$ cat src/rtl/adder_arbiter.sv
// Round-robin arbiter sharing one ripple-carry adder between NREQ requesters,
// with a registered valid/ready result stage.

// Plain ripple-carry adder: sum = a + b + cin, carry chain bit by bit.
module ripple_carry_adder #(
    parameter int unsigned WIDTH = 32
) (
    input  logic [WIDTH-1:0] a,
    input  logic [WIDTH-1:0] b,
    input  logic             cin,
    output logic [WIDTH-1:0] sum,
    output logic             cout
);

    // Carry rippled through a block-local variable so the chain stays acyclic.
    always_comb begin
        logic carry;
        carry = cin;
        sum   = '0;
        for (int unsigned i = 0; i < WIDTH; i++) begin
            sum[i] = a[i] ^ b[i] ^ carry;
            carry  = (a[i] & b[i]) | (carry & (a[i] ^ b[i]));
        end
        cout = carry;
    end

endmodule

module adder_arbiter #(
    parameter int unsigned WIDTH = 32,
    parameter int unsigned NREQ  = 4
) (
    input  logic                       Clk_i,
    input  logic                       Rst_ni,
    input  logic [NREQ-1:0]            Req_i,
    input  logic [NREQ*WIDTH-1:0]      Number1_i,
    input  logic [NREQ*WIDTH-1:0]      Number2_i,
    input  logic [NREQ-1:0]            Carry_i,
    output logic [NREQ-1:0]            Gnt_o,
    output logic                       Valid_o,
    input  logic                       Ready_i,
    output logic [WIDTH-1:0]           Result_o,
    output logic                       Carry_o,
    output logic [$clog2(NREQ)-1:0]    Id_o
);

    localparam int unsigned ID_W = $clog2(NREQ);

    logic [ID_W-1:0]  ptr;
    logic [ID_W-1:0]  cand;
    logic [ID_W-1:0]  sel;
    logic             found;
    logic             stage_free;
    logic             grant;
    logic [NREQ-1:0]  gnt_vec;
    logic [WIDTH-1:0] op_a;
    logic [WIDTH-1:0] op_b;
    logic             op_c;
    logic [WIDTH-1:0] add_sum;
    logic             add_cout;

    assign stage_free = !Valid_o || Ready_i;

    // Priority search: first requesting index at or above ptr, wrapping at NREQ.
    always_comb begin
        found = 1'b0;
        sel   = '0;
        cand  = '0;
        for (int unsigned off = 0; off < NREQ; off++) begin
            cand = ID_W'((32'(ptr) + off) % NREQ);
            if (!found && Req_i[cand]) begin
                found = 1'b1;
                sel   = cand;
            end
        end
    end

    // One-hot accept, suppressed under backpressure and while reset is held.
    always_comb begin
        gnt_vec = '0;
        if (Rst_ni && stage_free && found) begin
            gnt_vec[sel] = 1'b1;
        end
    end

    assign Gnt_o = gnt_vec;
    assign grant = |gnt_vec;

    // Operand mux feeding the single shared adder.
    assign op_a = Number1_i[sel*WIDTH +: WIDTH];
    assign op_b = Number2_i[sel*WIDTH +: WIDTH];
    assign op_c = Carry_i[sel];

    ripple_carry_adder #(.WIDTH(WIDTH)) u_adder (
        .a    (op_a),
        .b    (op_b),
        .cin  (op_c),
        .sum  (add_sum),
        .cout (add_cout)
    );

    // Output stage and round-robin pointer; grant overwrites even while popping.
    always_ff @(posedge Clk_i or negedge Rst_ni) begin
        if (!Rst_ni) begin
            Valid_o  <= 1'b0;
            Result_o <= '0;
            Carry_o  <= 1'b0;
            Id_o     <= '0;
            ptr      <= '0;
        end else if (grant) begin
            Valid_o  <= 1'b1;
            Result_o <= add_sum;
            Carry_o  <= add_cout;
            Id_o     <= sel;
            ptr      <= (sel == ID_W'(NREQ - 1)) ? '0 : sel + 1'b1;
        end else if (Valid_o && Ready_i) begin
            Valid_o  <= 1'b0;
        end
    end

endmodule

$ cat config.mk
export PLATFORM = sky130hd
export DESIGN_NAME = adder_arbiter
export DESIGN_NICKNAME = d
export VERILOG_FILES = /design/src/rtl/adder_arbiter.sv
export SDC_FILE = /design/constraint.sdc
export NUM_CORES = 1
export LEC_CHECK = 0
export CORE_AREA = 2 2 120 122
export DETAILED_ROUTE_END_ITERATION = 10
export DIE_AREA = 0 0 122 124
export PLACE_DENSITY_LB_ADDON = 0.05
export SYNTH_ARGS = -nofsm -noshare
export SYNTH_HDL_FRONTEND = slang
export SYNTH_SLANG_ARGS = --single-unit
$ cat constraint.sdc
create_clock -name Clk_i -period 33.2 [get_ports Clk_i]
set_clock_uncertainty 0.2 [all_clocks]
set_input_delay 8.3 -clock Clk_i [delete_from_list [all_inputs] [get_ports Clk_i]]
set_output_delay 8.3 -clock Clk_i [all_outputs]
set_load 0.005 [all_outputs]
==> summary.txt, run 1 <==
run results: Clock net power=approximately 64 uW, initial antenna violation count=0, sequential power=82.6 uW, maximum clock frequency=40.59 MHz, clkbuf count=6, Top-area cell share=0.2989, combinational gate count=319, buffering overhead=0.3988, largest class=combinational gates, clock slew at reported path FFs=0.06 ns, most frequent cells in the layout=clkdlybuf4s50_1, mux2i_1, mux2_2, I/O Buffers=306, Max VDD drop=41.52 uV, highest-count logic cell in the final layout=clkdlybuf4s50_1, synthesized area per cell=11.62 sq um, Seq Cell Count=38, Routed met1 length=5194 um, fin crit period=between 20 and 25 ns, YS chip area=4554 sq um, post-CTS setup buffer count=0, status=finished, final reports clean, Hold Path Depth=2, Syn Std Cell Area=4554 sq um, most frequent CP cell=fa_1, flop share of the area=0.1222, max-slew violation count=0
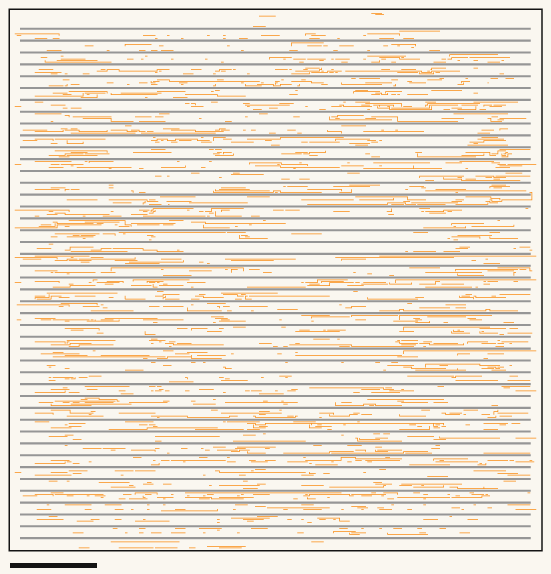
Fig. 1. Metal 1 (run 1).
Scale bar: 20 um. Supply wires on this layer in gray.
nets with wire on the layer	805
wire length on this layer	5190 um
DR vias: 3983
Detailed Route WL: 14720 um

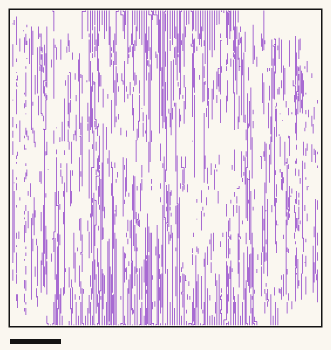
Fig. 2. M2 wires (run 1).
Scale bar: 20 um.
wire length on this layer	8000 um
longest straight run	51.7 um
main direction	vertical
share of all routed wire	54%
met2 GRT Util: 0.3781

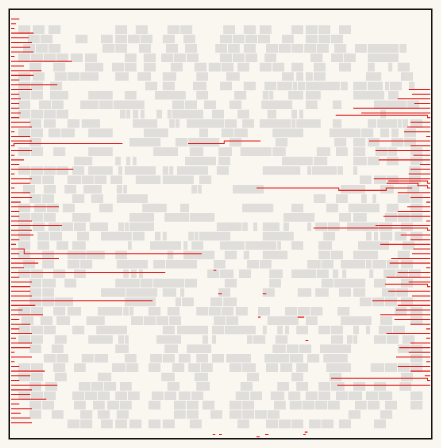
Fig. 3. Signal wires on met3 (run 1).
Cells faint in the background.
longest straight run	51.3 um
main direction	horizontal
share of all routed wire	8.7%
nets with wire on the layer	158
met3 Use GR: 0.05266

Fig. 4: run 1, congestion heat map
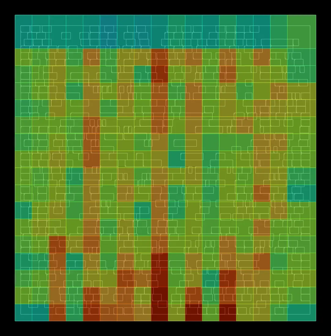

==> run 1 -> run 2 <==
--- a/config.mk
+++ b/config.mk
@@ -5,9 +5,9 @@
 export SDC_FILE = /design/constraint.sdc
 export NUM_CORES = 1
 export LEC_CHECK = 0
-export CORE_AREA = 2 2 120 122
+export CORE_AREA = 2 2 118 120
 export DETAILED_ROUTE_END_ITERATION = 10
-export DIE_AREA = 0 0 122 124
+export DIE_AREA = 0 0 120 122
 export PLACE_DENSITY_LB_ADDON = 0.05
 export SYNTH_ARGS = -nofsm -noshare
 export SYNTH_HDL_FRONTEND = slang
==> constraint.sdc (replaced) <==
create_clock -name Clk_i -period 25.3 [get_ports Clk_i]
set_clock_uncertainty 0.2 [all_clocks]
set_input_delay 6.325 -clock Clk_i [delete_from_list [all_inputs] [get_ports Clk_i]]
set_output_delay 6.325 -clock Clk_i [all_outputs]
set_load 0.005 [all_outputs]
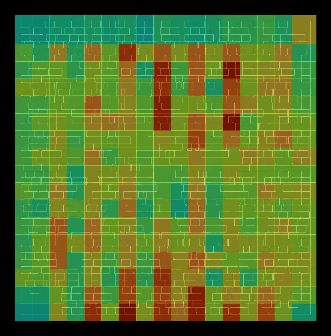
Fig. 5. Congestion heat map (run 2).
wire per inst: 16.22 um
busiest grt layer: met2
met2 GRT Util: 0.3562
GR met1 Demand/Resource: 0.2057

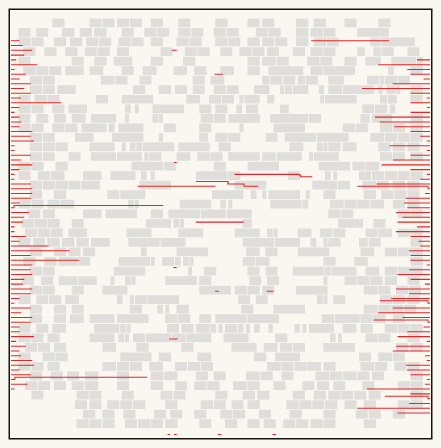
Fig. 6. Signal wires on met3 (run 2).
Cells faint in the background.
wire length on this layer	1030 um
share of all routed wire	7.4%
met3 Use GR: 0.03933
Detailed Route WL: 13970 um

==> summary.txt, run 2 <==
run results: status=finished, final reports clean, post-route ant nets=0, combinational gate count=319, Routed met1 length=5198 um, Met2 Routed Length=7476 um, # Taps=180, met3 routed WL=1031 um, sequential power=109 uW, synthesized area per cell=11.62 sq um, highest-count logic cell in the final layout=clkdlybuf4s50_1, most frequent CP cell=fa_1, YS chip area=4554 sq um, Critical R2R Capture=Result_o[31], fin crit period=~23 ns, Seq Cell Count=38, largest class=combinational gates, leading power group=combinational cells, Sw Share=0.3868, slowest CP cell=clkdlybuf4s50_1, clock slew at reported path FFs=0.06 ns, count of final setup violators=0, most frequent cells in the layout=clkdlybuf4s50_1, mux2i_1, mux2_2, hold buffers post-CTS=0, Clock net power=71.2 uW, Pwr Total=669.5 uW, max-slew violation count=0, clkbuf count=5, Logic pwr share=0.732, post-CTS setup buffer count=0, flop share of the area=0.1227, invs w/o clock=6, DR vias=3999, R2R Setup Slk=between 8 and 9 ns, maximum clock frequency=43.96 MHz, buffering overhead=0.4001, clock share of power=0.106, initial antenna violation count=0, WHS Endpoint=Result_o[0], syn_nets=~700, Syn Std Cell Area=4554 sq um, Hold Path Depth=2, Max VDD drop=51.14 uV, logic area=3281 sq um, Top-area cell share=0.2989
==> run 2 -> run 3 <==
--- a/config.mk
+++ b/config.mk
@@ -9,6 +9,7 @@
 export DETAILED_ROUTE_END_ITERATION = 10
 export DIE_AREA = 0 0 120 122
 export PLACE_DENSITY_LB_ADDON = 0.05
+export SETUP_SLACK_MARGIN = 0.4
 export SYNTH_ARGS = -nofsm -noshare
 export SYNTH_HDL_FRONTEND = slang
 export SYNTH_SLANG_ARGS = --single-unit
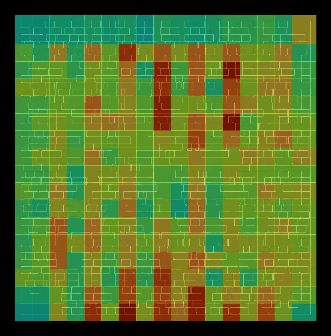
Fig. 7. Congestion heat map (run 3).
fin util: 0.5739
gr usage total: 0.1850

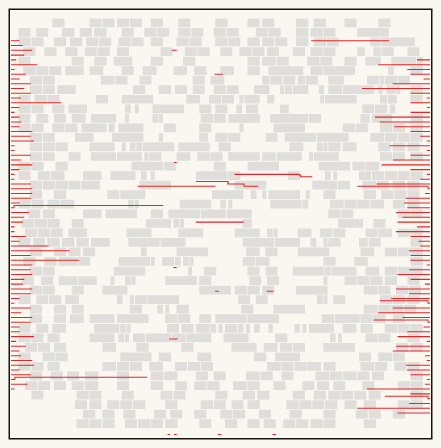
Fig. 8. Signal wires on met3 (run 3).
Cells faint in the background.
wire length on this layer	1030 um
longest straight run	42.3 um
DR vias: 3999

==> summary.txt, run 3 <==
run results: WHS Endpoint=Result_o[0], Routed met1 length=5198 um, Syn Std Cell Area=~4600 sq um, Logic pwr share=0.732, highest-count logic cell in the final layout=clkdlybuf4s50_1, count of final setup violators=0, Pwr Total=669.5 uW, post-route ant nets=0, logic area=between 3000 and 4000 sq um, status=finished, final reports clean, most frequent CP cell=fa_1, largest class=combinational gates, syn_nets=695, YS chip area=4554 sq um, most frequent cells in the layout=clkdlybuf4s50_1, mux2i_1, mux2_2, met3 routed WL=1031 um, clkbuf count=5, maximum clock frequency=43.96 MHz, Max VDD drop=51.14 uV, met2 GRT Util=0.3562, Met2 Routed Length=roughly 7500 um, hold buffers post-CTS=0, met3 Use GR=0.03933, slowest CP cell=clkdlybuf4s50_1, clock share of power=0.106, clock slew at reported path FFs=0.06 ns, I/O Buffers=306, fin crit period=22.75 ns, Critical R2R Capture=Result_o[31], invs w/o clock=6, Clock net power=71.2 uW, R2R Setup Slk=8.64 ns, combinational gate count=319, initial antenna violation count=0, synthesized area per cell=11.62 sq um, busiest grt layer=met2, Top-area cell share=0.2989, # Taps=approximately 180, wire per inst=roughly 16 um
Power figures rest on the tool's default switching activity, not on a simulated workload.
